==> config.mk <==
export PLATFORM = sky130hd
export DESIGN_NAME = mult_seq_nbits
export DESIGN_NICKNAME = d
export VERILOG_FILES = /design/src/rtl/mult_pkg.sv /design/src/rtl/mult_seq_ctrl.sv /design/src/rtl/mult_seq_nbits.sv
export SDC_FILE = /design/constraint.sdc
export NUM_CORES = 1
export LEC_CHECK = 0
export CORE_MARGIN = 2
export CORE_UTILIZATION = 53
export DETAILED_ROUTE_END_ITERATION = 8
export HOLD_SLACK_MARGIN = 0.06
export MAX_ROUTING_LAYER = met4
export PLACE_DENSITY = 0.79
export SYNTH_ARGS = -nofsm -noshare
export SYNTH_HDL_FRONTEND = slang
export SYNTH_SLANG_ARGS = --single-unit
==> constraint.sdc <==
create_clock -name clk_i -period 3.25 [get_ports clk_i]
set_input_delay 0.65 -clock clk_i [delete_from_list [all_inputs] [get_ports clk_i]]
set_output_delay 0.65 -clock clk_i [all_outputs]
set_load 0.03 [all_outputs]
==> src/rtl/mult_pkg.sv <==
// Shared types and helpers for the sequential shift-add multiplier.
// Latency: none (types and a combinational helper only).
// Backpressure: none.
package mult_pkg;

  // Controller states: wait for start, iterate, then present the result.
  typedef enum logic [1:0] {
    ST_IDLE = 2'd0,
    ST_CALC = 2'd1,
    ST_END  = 2'd2
  } mult_state_t;

  // Widest operand the helper below handles.
  localparam int unsigned MAX_W = 32;

  // Conditional two's-complement magnitude of the low w bits of val.
  // The result is confined to w bits. This keeps the magnitude of the most
  // negative value, 2^(w-1), representable as an unsigned w-bit number.
  function automatic logic [MAX_W-1:0] abs_w(
    input logic [MAX_W-1:0] val,
    input int unsigned      w,
    input logic             is_signed
  );
    logic [MAX_W-1:0] mask;
    logic [4:0]       msb_idx;
    logic             msb;
    mask    = (w >= MAX_W) ? {MAX_W{1'b1}} : ((32'd1 << w) - 32'd1);
    msb_idx = 5'(w - 1);
    msb     = val[msb_idx];
    if (is_signed && msb) begin
      abs_w = (~val + 32'd1) & mask;
    end else begin
      abs_w = val & mask;
    end
  endfunction

endpackage

==> src/rtl/mult_seq_ctrl.sv <==
// Control FSM and iteration counter for the shift-add multiplier.
// Latency: an accepted start reaches ST_END WIDTH edges after the accept edge.
// Backpressure: start_i is only looked at in ST_IDLE and is dropped elsewhere.
module mult_seq_ctrl
  import mult_pkg::*;
#(
  parameter int WIDTH = 8
) (
  input  logic        clk_i,
  input  logic        rst_i,
  input  logic        start_i,
  output mult_state_t state_o,
  output logic        last_iter_o
);

  localparam int CNT_W = $clog2(WIDTH + 1);
  localparam logic [CNT_W-1:0] LAST_CNT = CNT_W'(WIDTH - 1);

  mult_state_t      state_q, state_d;
  logic [CNT_W-1:0] cnt_q, cnt_d;

  // Next state and counter. The counter is cleared on accept and counts the
  // iterations already performed. It therefore reads WIDTH on entry to ST_END.
  always_comb begin
    state_d = state_q;
    cnt_d   = cnt_q;
    unique case (state_q)
      ST_IDLE: begin
        if (start_i) begin
          state_d = ST_CALC;
          cnt_d   = '0;
        end
      end
      ST_CALC: begin
        cnt_d = cnt_q + CNT_W'(1);
        if (cnt_q == LAST_CNT) begin
          state_d = ST_END;
        end
      end
      ST_END: begin
        state_d = ST_IDLE;
      end
      default: begin
        state_d = ST_IDLE;
        cnt_d   = '0;
      end
    endcase
  end

  // State and counter registers; reset wins in any state, even mid-operation.
  always_ff @(posedge clk_i or posedge rst_i) begin
    if (rst_i) begin
      state_q <= ST_IDLE;
      cnt_q   <= '0;
    end else begin
      state_q <= state_d;
      cnt_q   <= cnt_d;
    end
  end

  // Flags the iteration whose edge also moves the FSM into ST_END.
  always_comb begin
    state_o     = state_q;
    last_iter_o = (state_q == ST_CALC) && (cnt_q == LAST_CNT);
  end

endmodule

==> src/rtl/mult_seq_nbits.sv <==
// Parametrised sequential shift-add multiplier, unsigned or signed per operation.
// Latency: fixed WIDTH+1 cycles from the start cycle to done_o. Throughput is one result per WIDTH+2 cycles.
// Backpressure: start_i is ignored while busy_o is high. Nothing is queued.
module mult_seq_nbits
  import mult_pkg::*;
#(
  parameter int WIDTH = 8
) (
  input  logic               clk_i,
  input  logic               rst_i,
  input  logic               start_i,
  input  logic               signed_i,
  input  logic [WIDTH-1:0]   a_i,
  input  logic [WIDTH-1:0]   b_i,
  output logic               ready_o,
  output logic               busy_o,
  output logic               done_o,
  output logic [2*WIDTH-1:0] product_o
);

  localparam int PW = 2 * WIDTH;

  mult_state_t state;
  logic        last_iter;

  mult_seq_ctrl #(
    .WIDTH (WIDTH)
  ) u_ctrl (
    .clk_i       (clk_i),
    .rst_i       (rst_i),
    .start_i     (start_i),
    .state_o     (state),
    .last_iter_o (last_iter)
  );

  // Datapath state: shifted multiplicand, multiplier, accumulator, sign, result.
  logic [PW-1:0]    a_q, a_d;
  logic [WIDTH-1:0] b_q, b_d;
  logic [PW-1:0]    acc_q, acc_d;
  logic             sign_neg_q, sign_neg_d;
  logic [PW-1:0]    prod_q, prod_d;

  logic [MAX_W-1:0] a_abs_full, b_abs_full;
  logic [WIDTH-1:0] a_mag, b_mag;
  logic             unused_abs_bits;
  logic             accept;
  logic [PW-1:0]    add_term;
  logic [PW-1:0]    acc_sum;

  // Operand magnitudes. The multiply runs on magnitudes and the sign is
  // applied once at the end, so signed and unsigned share one datapath.
  always_comb begin
    a_abs_full      = abs_w(MAX_W'(a_i), WIDTH, signed_i);
    b_abs_full      = abs_w(MAX_W'(b_i), WIDTH, signed_i);
    a_mag           = a_abs_full[WIDTH-1:0];
    b_mag           = b_abs_full[WIDTH-1:0];
    unused_abs_bits = ^{a_abs_full, b_abs_full};
  end

  // One iteration: add the shifted multiplicand when the multiplier LSB is set.
  // The sum feeds both the accumulator and, on the last iteration, the result.
  always_comb begin
    accept   = (state == ST_IDLE) && start_i;
    add_term = b_q[0] ? a_q : '0;
    acc_sum  = acc_q + add_term;
  end

  // Datapath next-state: load on accept, shift-add in ST_CALC, else hold.
  always_comb begin
    a_d        = a_q;
    b_d        = b_q;
    acc_d      = acc_q;
    sign_neg_d = sign_neg_q;
    prod_d     = prod_q;
    if (accept) begin
      a_d        = PW'(a_mag);
      b_d        = b_mag;
      acc_d      = '0;
      sign_neg_d = signed_i & (a_i[WIDTH-1] ^ b_i[WIDTH-1]);
    end else if (state == ST_CALC) begin
      acc_d = acc_sum;
      a_d   = a_q << 1;
      b_d   = b_q >> 1;
      // The result register is written only here. It holds through ST_IDLE
      // until the next operation finishes or a reset clears it.
      if (last_iter) begin
        prod_d = sign_neg_q ? (-acc_sum) : acc_sum;
      end
    end
  end

  // Datapath registers; everything resets so no X can reach product_o.
  always_ff @(posedge clk_i or posedge rst_i) begin
    if (rst_i) begin
      a_q        <= '0;
      b_q        <= '0;
      acc_q      <= '0;
      sign_neg_q <= 1'b0;
      prod_q     <= '0;
    end else begin
      a_q        <= a_d;
      b_q        <= b_d;
      acc_q      <= acc_d;
      sign_neg_q <= sign_neg_d;
      prod_q     <= prod_d;
    end
  end

  // Handshake outputs decode directly from the controller state.
  always_comb begin
    ready_o   = (state == ST_IDLE);
    busy_o    = (state == ST_CALC) || (state == ST_END);
    done_o    = (state == ST_END);
    product_o = prod_q;
  end

endmodule

run_1/registers.png
Bar = 20 um. Other sequential cells in the stronger grey, the rest of the logic in the fainter grey.
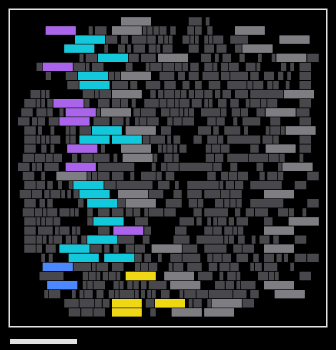
[blue] `u_ctrl.state_o` | flops: 2
[yellow] `u_ctrl.cnt_q` | flops: 4 | where: bottom middle
[purple] `b_q` | flops: 8
[cyan] `a_q` | flops: 16
register area: 1580 um^2
Seq power: 1160 uW
flop share of the area: 29.0%
Core Util, Final: 67.3%

run_1/gate_families.png
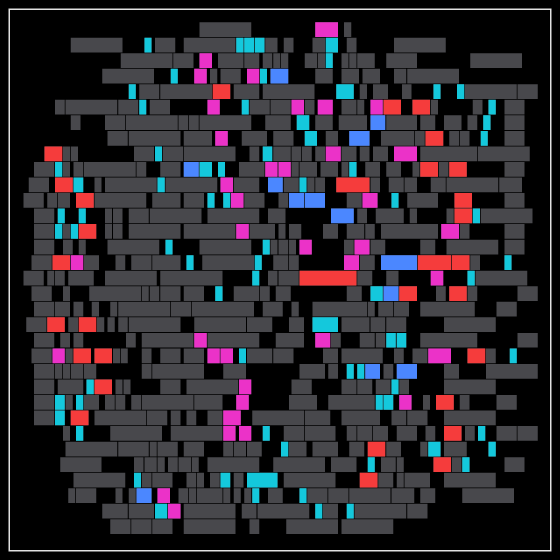
[cyan] NOR gates | cells: 75 | where: all over the die
[magenta] AND and OR gates | cells: 37
[red] XOR/XNOR gates | cells: 31
[blue] AND-OR and OR-AND gates | cells: 13

run_1/final_congestion.png
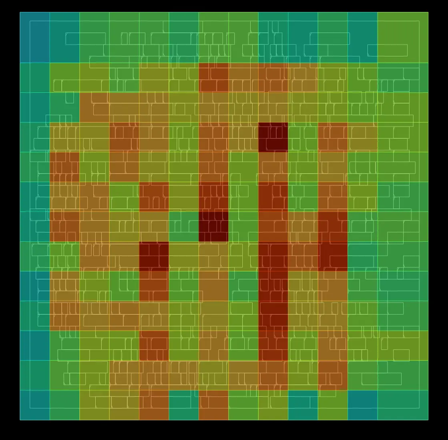
GR Layer Usage met2: 39.7%
met1 usage: 29.2%
GR Layer Usage met3: 3.91%

==> impl_metrics.ini, run 1 <==
; physical design summary
[worst_setup_path]
startpoint_type = flip-flop
cp_num_buf_inv = 1
critPathLaunch = b_q[0]$_DFFE_PP0P_
path_depth = 11
worstPathCellList = and2_4 > ha_2 > fa_2 > a211oi_4 > nor2_2 > xor2_2 > buf_4 > or4_4 > o21ai_2 > xnor2_1 > mux2_2
r2r_start = b_q[0]$_DFFE_PP0P_

[pwr]
vdd_drop_max_v = 0.000429
p_int_uw = 2640
p_comb_uw = 2680

[synthesis]
ys_top_logic_family = simple AND/OR/NAND/NOR gates
synth.yosys.warnings = 0
yosys.area_share.simple_pct = 19.2
area_leaders = dfrtp_1 36%, mux2i_1 8.3%, ha_1 6.3%
common_cells = 63 x dfrtp_1, 56 x nor2_1, 41 x nand2_1, 36 x mux2i_1, 34 x o21ai_0

[layout]
combGateArea_um2 = 2760
nNonClkBuffers = 75
ff_count = 63
final_area_um2 = 5440
antenna_cells = 0
clkbuf_count = 9
mostFrequentLayoutCells = 63 x dfrtp_1, 55 x nor2_1, 39 x nand2_1
dominant_cells = logic gates

[worst_hold_path]
worst_hold_path_type = flip-flop to flip-flop
hold_start = product_o[0]$_DFFE_PP0P_
hold_depth = 1

[final_timing]
min_period_ns = 3.16
hold_viol = 0
hold_ws_ns = 0.509
fin_tns_setup_ns = 0

[route]
vias = 3730
totalWireLength_um = 9790
wire_per_inst_um = 14.8
drt.antenna.violating_nets = 0
drt-pass1-iter-count = 4
drcViolationCount = 0

[global_routing]
track_usage_pct = 23.5
grt_pass1_vias = 3599
grt_overflow_total = 0

[job]
warning_count = 30

[floorplan]
ios = 39

[clock_network]
htreeDepth = 3
cts_buffers = 9
cts-root-buf = clkbuf_8
clk_path_buf_depth = 2

[placed_design]
dp_cells = 641
port-buffer-count = 38

[status]
status = finished, final reports clean
==> run 1 -> run 2 <==
Settings changed: CTS_CLUSTER_DIAMETER set to 40.
run_2/final_congestion.png
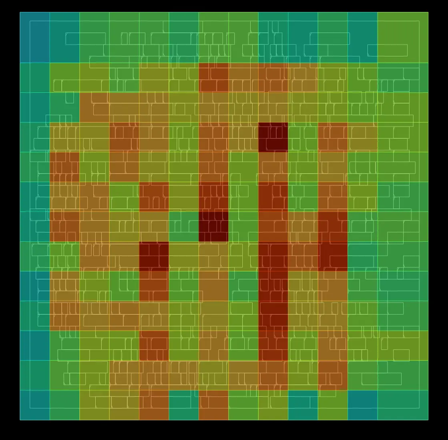
busiest layer in global routing: met2
routed length per instance: 14.8 um

==> run 2 against run 1 <==
Effect of this change:
- worst hold slack unchanged
- sequential share of layout area unchanged
- setup slack unchanged
- core utilization unchanged
- synthesized cell count unchanged
- flip-flop count unchanged
- clock power about the same
- critical endpoint unchanged
- largest cell class unchanged
- largest power group unchanged
==> impl_metrics.ini, run 2 <==
; physical design summary
[worst_setup_path]
path_depth = 11
critPathLaunch = b_q[0]$_DFFE_PP0P_
cp_num_buf_inv = 1
r2r_start = b_q[0]$_DFFE_PP0P_

[layout]
sh_seq_area_pct = 29.0
ff_count = 63
antenna_cells = 0
final_area_um2 = 5440

[placed_design]
dp_cells = 641
port-buffer-count = 38

[final_timing]
hold_ws_ns = 0.509
hold_viol = 0
min_period_ns = 3.16

[clock_network]
cts-root-buf = clkbuf_8
clk_path_buf_depth = 2

[global_routing]
grt.met2_usage_pct = 39.7
grt_util_met1_pct = 29.2
grt_overflow_total = 0
track_usage_pct = 23.5

[pwr]
vdd_drop_max_v = 0.000429
pg_seq_uw = 1160

[status]
status = finished, final reports clean

[route]
drt-pass1-iter-count = 4
drt.antenna.violating_nets = 0

[synthesis]
yosys.area_share.simple_pct = 19.2
area_leaders = dfrtp_1 36%, mux2i_1 8.3%, ha_1 6.3%
run_2/met2.png
Bar = 20 um.
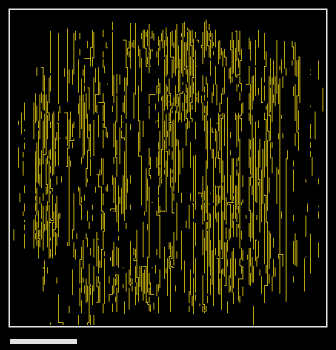
longest straight run: 52.5 um
nets with wire on the layer: 494
wire length on this layer: 4880 um
main direction: vertical

Power and IR drop assume default switching activity.
